### src/rtl/serializer_tx.sv
// Serializes 32-bit words as "11" header + MSB-first payload + idle-low gap; first header bit one cycle after load.
// One-word holding buffer; data_ready = !hold_full (registered), so a full buffer stalls the source.
module serializer_tx #(
    parameter int         DATA_WIDTH = 32,
    parameter logic [1:0] HEADER     = 2'b11,
    parameter int         GAP_CYCLES = 2
) (
    input  logic                  clk,
    input  logic                  rst,
    input  logic [DATA_WIDTH-1:0] data_in,
    input  logic                  data_valid,
    output logic                  data_ready,
    output logic                  data_out,
    output logic                  tx_active,
    output logic                  frame_done
);

    localparam int CNT_MAX = (DATA_WIDTH > GAP_CYCLES) ? DATA_WIDTH : GAP_CYCLES;
    localparam int CNT_W   = $clog2(CNT_MAX + 1);

    if (GAP_CYCLES < 1 || GAP_CYCLES > 15) begin : g_bad_gap
        $error("serializer_tx: GAP_CYCLES must be in 1..15");
    end

    typedef enum logic [1:0] {
        ST_IDLE,
        ST_HEADER,
        ST_DATA,
        ST_GAP
    } state_t;

    state_t                state, state_nxt;
    logic [CNT_W-1:0]      cnt, cnt_nxt;
    logic [DATA_WIDTH-1:0] shift, shift_nxt;
    logic [DATA_WIDTH-1:0] hold;
    logic                  hold_full, hold_full_nxt;
    logic                  data_out_nxt, tx_active_nxt, frame_done_nxt;
    logic                  load, accept;

    assign data_ready = !hold_full;
    assign accept     = data_valid && !hold_full;

    always_comb begin
        state_nxt      = state;
        cnt_nxt        = cnt;
        shift_nxt      = shift;
        data_out_nxt   = 1'b0;
        tx_active_nxt  = 1'b0;
        frame_done_nxt = 1'b0;
        load           = 1'b0;

        case (state)
            ST_IDLE: begin
                if (hold_full) begin
                    load = 1'b1;
                end
            end
            ST_HEADER: begin
                tx_active_nxt = 1'b1;
                if (cnt == '0) begin
                    cnt_nxt      = CNT_W'(1);
                    data_out_nxt = HEADER[0];
                end else begin
                    state_nxt    = ST_DATA;
                    cnt_nxt      = '0;
                    data_out_nxt = shift[DATA_WIDTH-1];
                    shift_nxt    = shift << 1;
                end
            end
            ST_DATA: begin
                if (cnt == CNT_W'(DATA_WIDTH - 1)) begin
                    state_nxt      = ST_GAP;
                    cnt_nxt        = '0;
                    frame_done_nxt = 1'b1;
                end else begin
                    tx_active_nxt = 1'b1;
                    cnt_nxt       = cnt + 1'b1;
                    data_out_nxt  = shift[DATA_WIDTH-1];
                    shift_nxt     = shift << 1;
                end
            end
            ST_GAP: begin
                if (cnt == CNT_W'(GAP_CYCLES - 1)) begin
                    if (hold_full) begin
                        load = 1'b1;
                    end else begin
                        state_nxt = ST_IDLE;
                        cnt_nxt   = '0;
                    end
                end else begin
                    cnt_nxt = cnt + 1'b1;
                end
            end
            default: begin
                state_nxt = ST_IDLE;
                cnt_nxt   = '0;
            end
        endcase

        // Starting a frame drives the first header bit in the same edge as the load.
        if (load) begin
            state_nxt     = ST_HEADER;
            cnt_nxt       = '0;
            shift_nxt     = hold;
            data_out_nxt  = HEADER[1];
            tx_active_nxt = 1'b1;
        end

        hold_full_nxt = hold_full;
        if (load) begin
            hold_full_nxt = 1'b0;
        end else if (accept) begin
            hold_full_nxt = 1'b1;
        end
    end

    always_ff @(posedge clk or posedge rst) begin
        if (rst) begin
            state      <= ST_IDLE;
            cnt        <= '0;
            shift      <= '0;
            hold_full  <= 1'b0;
            data_out   <= 1'b0;
            tx_active  <= 1'b0;
            frame_done <= 1'b0;
        end else begin
            state      <= state_nxt;
            cnt        <= cnt_nxt;
            shift      <= shift_nxt;
            hold_full  <= hold_full_nxt;
            data_out   <= data_out_nxt;
            tx_active  <= tx_active_nxt;
            frame_done <= frame_done_nxt;
        end
    end

    // Payload register needs no reset; it is only read once hold_full is set.
    always_ff @(posedge clk) begin
        if (accept) begin
            hold <= data_in;
        end
    end

endmodule

### config.mk
export PLATFORM = sky130hd
export DESIGN_NAME = serializer_tx
export DESIGN_NICKNAME = d
export VERILOG_FILES = /design/src/rtl/serializer_tx.sv
export SDC_FILE = /design/constraint.sdc
export NUM_CORES = 1
export LEC_CHECK = 0
export CAP_MARGIN = 20
export CORE_ASPECT_RATIO = 1.5
export CORE_MARGIN = 2
export CORE_UTILIZATION = 60
export DETAILED_ROUTE_END_ITERATION = 8
export GPL_TIMING_DRIVEN = 0
export PLACE_DENSITY = 0.85
export SETUP_SLACK_MARGIN = 0.02
export SYNTH_ARGS = -nofsm -noshare
export SYNTH_HDL_FRONTEND = slang
export SYNTH_SLANG_ARGS = --single-unit
### constraint.sdc
create_clock -name clk -period 3.83 [get_ports clk]
set_input_delay 0.766 -clock clk [delete_from_list [all_inputs] [get_ports clk]]
set_output_delay 0.766 -clock clk [all_outputs]
set_load 0.05 [all_outputs]
Fig. 1: run 1, metal 2
Cells faint in the background.
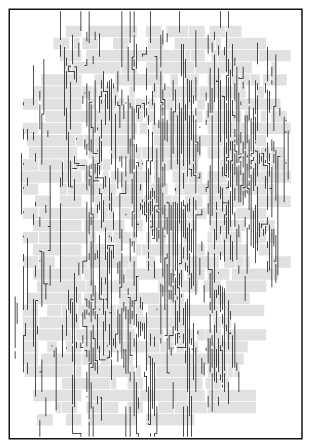
The wires run mostly vertical. 344 nets have wire on it.

Fig. 2: run 1, signal wires on met3
The bar under the picture is 20 um long.
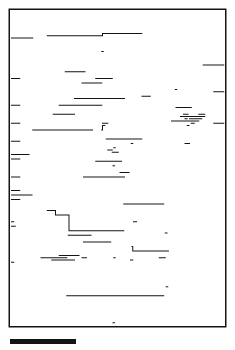
The layer holds 5.2% of the routed length. The wires run mostly horizontal. The layer carries 352 um of wire. 53 nets have wire on it. The longest straight run is 29.4 um.

Fig. 3: run 1, routing congestion
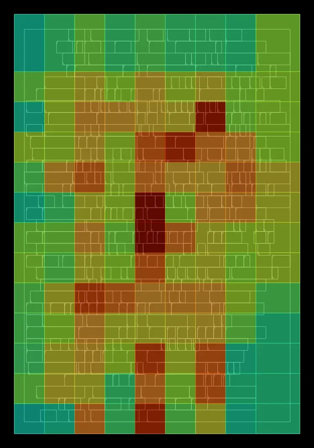
Core Util, Final: 0.7479
global routing usage on met3: 0.05029
GR Layer Usage met1: 0.2919
drt wl/cell: 15.66 um
global-route usage over all layers: 0.2340

Fig. 4: run 1, sequential cells grouped by signal name
Other sequential cells in the stronger gray, the rest of the logic in the fainter gray.
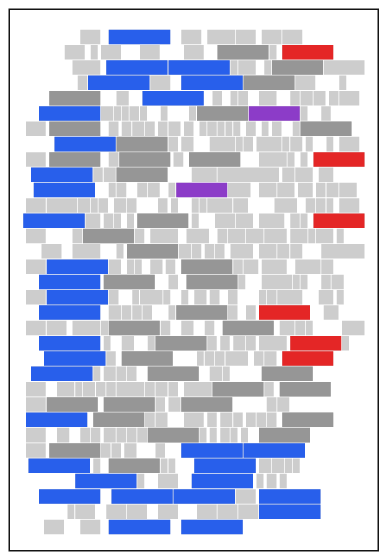
hold: shown in blue, sequential cells 32. state: shown in purple, sequential cells 2. cnt: shown in red, sequential cells 6.

==> metrics.yaml, run 1 <==
cells_and_area:
  nets: 400
  seq-cell-share: 0.5058
  dominant_cells: "sequential cells"
  drive_above_1_share: 0.1105
  design_area_mm2: 0.004076
  clock_area_frac: 0.04727
grt:
  grt.busiest_layer: "met2"
  met2_usage: 0.3886
hold_path:
  hp-start: "hold[0]"
  worstHoldPathCells: 2
routing:
  routed-wl-met2_um: 3412
  dr.max_layer_used: "met4"
synthesis:
  top_area_cell: "dfrtp_1"
  synth-seq-area-share: 0.6104
  synthesis.area_mm2: 0.003378
  mux_area_frac: 0.003333
  ys_types: 40
  syn_inst: 306
setup_path:
  crit_fanout: 6
  max_stage_delay_ns: 0.79
  critPathBufInv: 2
  arrival_ns: 1.69
  crit_family: "buffers and inverters"
  startpoint_type: "register"
  path_depth: 2
placed_design:
  place_area_mm2: 0.003884
final_timing:
  worstMarginPinSlew_ns: 0.5661
  setup_viol: 0
power_and_ir_drop:
  sequentialPowerShare: 0.366
clock_tree:
  cts_tree: "done"
outcome:
  outcome: "complete, no violations"
run 1: cell usage in the layout, fill, tap and decap left out, types with 2 or more instances in the layout:
master	Yosys	layout
a31oi_1	34	34
o31a_1	2	2
nor2_1	40	40
nor3_1	2	2
clkinv_4	0	2
o21ai_0	16	16
buf_6	4	4
buf_2	4	4
inv_1	9	8
ha_1	8	8
o22ai_1	2	2
o21ai_1	22	22
and2_1	2	2
edfxtp_1	32	32
o211ai_1	4	4
dfrtp_1	44	44
a21o_2	2	2
a21oi_1	4	4
a31o_2	2	2
clkbuf_1	14	15
nand2_1	6	6
clkdlybuf4s50_1	0	38
clkbuf_8	0	9
nand3_1	34	34
clkinv_2	0	2
==> run 1 -> run 2 <==
CORE_UTILIZATION = 50   (was 60)
PLACE_DENSITY = 0.75   (was 0.85)
clock period = 2.08 ns   (was 3.83 ns; I/O delays follow)
Fig. 5: run 2, signal wires on met3
The bar under the picture is 20 um long.
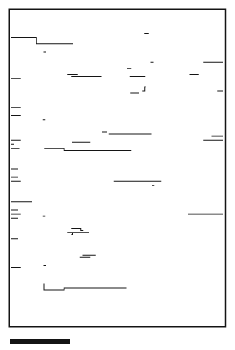
Post-Route WL: 6704 um
via count: 2558
global routing usage on met3: 0.04339

Fig. 6: run 2, routing congestion
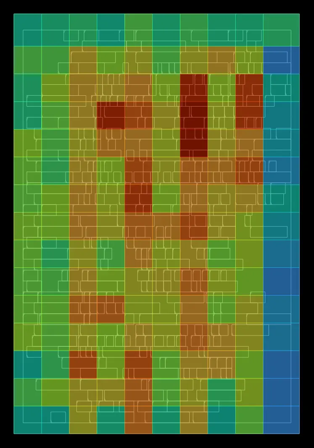
GR peak layer: met2
drt wl/cell: 15.24 um
GR Layer Usage met2: 0.3351
GR Layer Usage met1: 0.2549
Core Util, Final: 0.6406

==> run 2 against run 1 <==
Against the previous run: via count down 3.7%; sequential power up 84%; wire length down 0.93%; clock skew down 0.0014 ns; global-route usage down 2.8 points; hold slack worse by 0.21 ns; flip-flop count unchanged; critical path type is now register to register; critical endpoint is now state[1]; largest cell class unchanged; largest power group unchanged; highest routed layer unchanged.
==> metrics.yaml, run 2 <==
cells_and_area:
  final_cell_mix: "dfrtp_1 (44), nor2_1 (40), clkdlybuf4s50_1 (37), a31oi_1 (34), nand3_1 (33)"  # was dfrtp_1 (44), nor2_1 (40), clkdlybuf4s50_1 (38), nand3_1 (34), a31oi_1 (34)
  design_area_mm2: 0.004184  # was 0.004076 mm2
  layout.area.seq_mm2: 0.002062  # unchanged
  nets: 402  # was 400
  final_common_cell: "dfrtp_1"  # unchanged
  drive_above_1_share: 0.1511  # was 0.1105
power_and_ir_drop:
  power_combinational_w: 0.00309  # was 0.00162 W
  swShare: 0.3873  # was 0.4093
  total_power_w: 0.006712  # was 0.003499 W
  sequentialPowerShare: 0.350  # was 0.366
grt:
  antenna_found_initial: 0  # unchanged
  grt.total_usage: 0.2061  # was 0.2340
floorplan:
  fp.coreArea_mm2: 0.006531  # was 0.005450 mm2
synthesis:
  synthesis.area_mm2: 0.003378  # unchanged
  top_area_cell: "dfrtp_1"  # unchanged
  ys_types: 40  # unchanged
  syn_inst: 306  # unchanged
  synth-seq-area-share: 0.6104  # unchanged
  yosys_cells: 306  # unchanged
setup_path:
  crit_family: "flip-flops"  # was buffers and inverters
  crit_fanout: 8  # was 6
  r2r_slack_ns: 0.10  # was 1.46 ns
  crit_slowest_cell: "dfrtp_1"  # was clkdlybuf4s50_1
  arrival_ns: 2.21  # was 1.69 ns
  max_stage_delay_ns: 0.41  # was 0.79 ns
  path_depth: 6  # was 2
  startpoint_type: "register"  # unchanged
  critPathBufInv: 1  # was 2
  endpoint_kind: "register"  # was output port
outcome:
  outcome: "complete, no violations"  # unchanged
clock_tree:
  cts_max_level: 3  # unchanged
  cts_tree: "done"  # unchanged
placed_design:
  place_area_mm2: 0.003881  # was 0.003884 mm2
  port_buffers: 38  # unchanged
final_timing:
  setup_viol: 0  # unchanged
  worstMarginPinSlew_ns: 0.8507  # was 0.5661 ns
routing:
  routed-wl-met2_um: 3452  # was 3412 um
  dr.max_layer_used: "met4"  # unchanged
==> run 2: cell families after synthesis <==
group	count (synthesis)	share of synthesized area
simple gates	93	0.1341
flops	76	0.6104
buf+inv	33	0.04815
fa+ha+maj	8	0.02963
mux	1	0.003333
compound gates	95	0.1744
==> run 2: what timing repair did <==
item | 4_1_cts | 5_1_grt
gates resized | 14 | 4
buffers inserted | 3 | 2
endpoints found under the hold margin | 0 | 0
endpoints found under the setup margin | 36 | 36
pin swaps | 1 | 0
==> run 2: final cells by class <==
class / instances / area share
well taps: 76 / 0.02273
inverters: 9 / 0.008074
plain buffers: 22 / 0.03349
clock buffers: 14 / 0.04934
repair buffers: 44 / 0.1044
clock inverters: 2 / 0.008373
flip-flops and latches: 76 / 0.4928
multi-input cells: 197 / 0.2808
==> run 2 -> run 3 <==
CORE_MARGIN = not set   (was 2)
RECOVER_POWER = 100   (was not set)
Fig. 7: run 3, signal wires on met3
The bar under the picture is 20 um long.
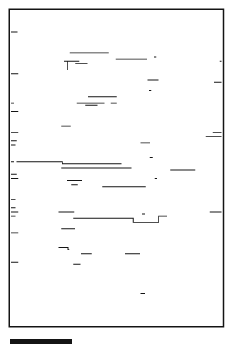
The layer carries 248 um of wire. The layer holds 3.7% of the routed length.

Fig. 8: run 3, metal 2
Cells faint in the background.
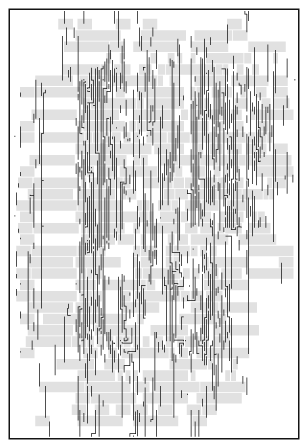
The layer carries 3410 um of wire. The layer holds 50% of the routed length. The longest straight run is 46.6 um. 333 nets have wire on it. The wires run mostly vertical.

==> run 3 against run 2 <==
Against the previous run: hold slack improved by 0.20 ns; synthesized area did not move; synthesized cell count stayed put; critical path type is now register to output port; largest power group unchanged; sequential share of layout area fell by 0.059 points.
==> metrics.yaml, run 3 <==
outcome:
  outcome: "complete, no violations"  # unchanged
setup_path:
  critPathBufInv: 1  # unchanged
  arrival_ns: 1.54  # was 2.21 ns
  path_depth: 1  # was 6
  startpoint_type: "register"  # unchanged
  crit_slowest_cell: "dlygate4sd3_1"  # was dfrtp_1
power_and_ir_drop:
  swShare: 0.3887  # was 0.3873
  total_power_w: 0.006816  # was 0.006712 W
cells_and_area:
  seq_cells: 76  # unchanged
  nets: 404  # was 402
  fin_util: 0.6414  # was 0.6406
  seq-cell-share: 0.4922  # was 0.4928
  comb_cells: 197  # unchanged
  dominant_cells: "sequential cells"  # unchanged
  final_common_cell: "dfrtp_1"  # unchanged
synthesis:
  ys_sh_aoi: 0.1744  # unchanged
  top_area_cell: "dfrtp_1"  # unchanged
  ys_types: 40  # unchanged
  simple_gate_share: 0.1341  # unchanged
  mux_area_frac: 0.003333  # unchanged
  ys_sh_adder: 0.02963  # unchanged
  synthesis.area_mm2: 0.003378  # unchanged
  synth-seq-area-share: 0.6104  # unchanged
hold_path:
  hp-start: "hold[0]"
grt:
  grt.total_usage: 0.2056  # was 0.2061
  antenna_found_initial: 0  # unchanged
placed_design:
  port_buffers: 38  # unchanged
routing:
  wl_per_cell_um: 15.28  # was 15.24 um
  wl_um: 6755  # was 6704 um
clock_tree:
  cts_tree: "done"  # unchanged
run 3: cell counts after synthesis:
No cell type changed its count.
run 3: stage by stage:
step / instance area, um2 / setup TNS [ns] / hold WS (ns)
after floorplan: 3381 / 0 / 0.4316
after global placement: 3856 / -30.95 / 0.4504
after detailed placement: 3889 / -5.458 / 0.4526
after CTS: 4148 / 0 / 0.4215
after global routing: 4189 / 0 / 0.5199
final: 4189 / 0 / 0.4670
run 3: per-layer routing:
metal,track usage,up-vias,routed length (um)
met5,0,-,0
li1,-,1234,-
met3,0.04888,16,248
met2,0.3353,70,3406
met1,0.2541,1236,2904
met4,0.1146,0,195
run 3: timing repair:
action | CTS | global route
cloned | 0 | 0
pin swaps | 0 | 2
setup endpoints to repair | 35 | 32
gates resized | 12 | 11
setup buffers | 0 | 7
Power is estimated from default activity; no workload was simulated.
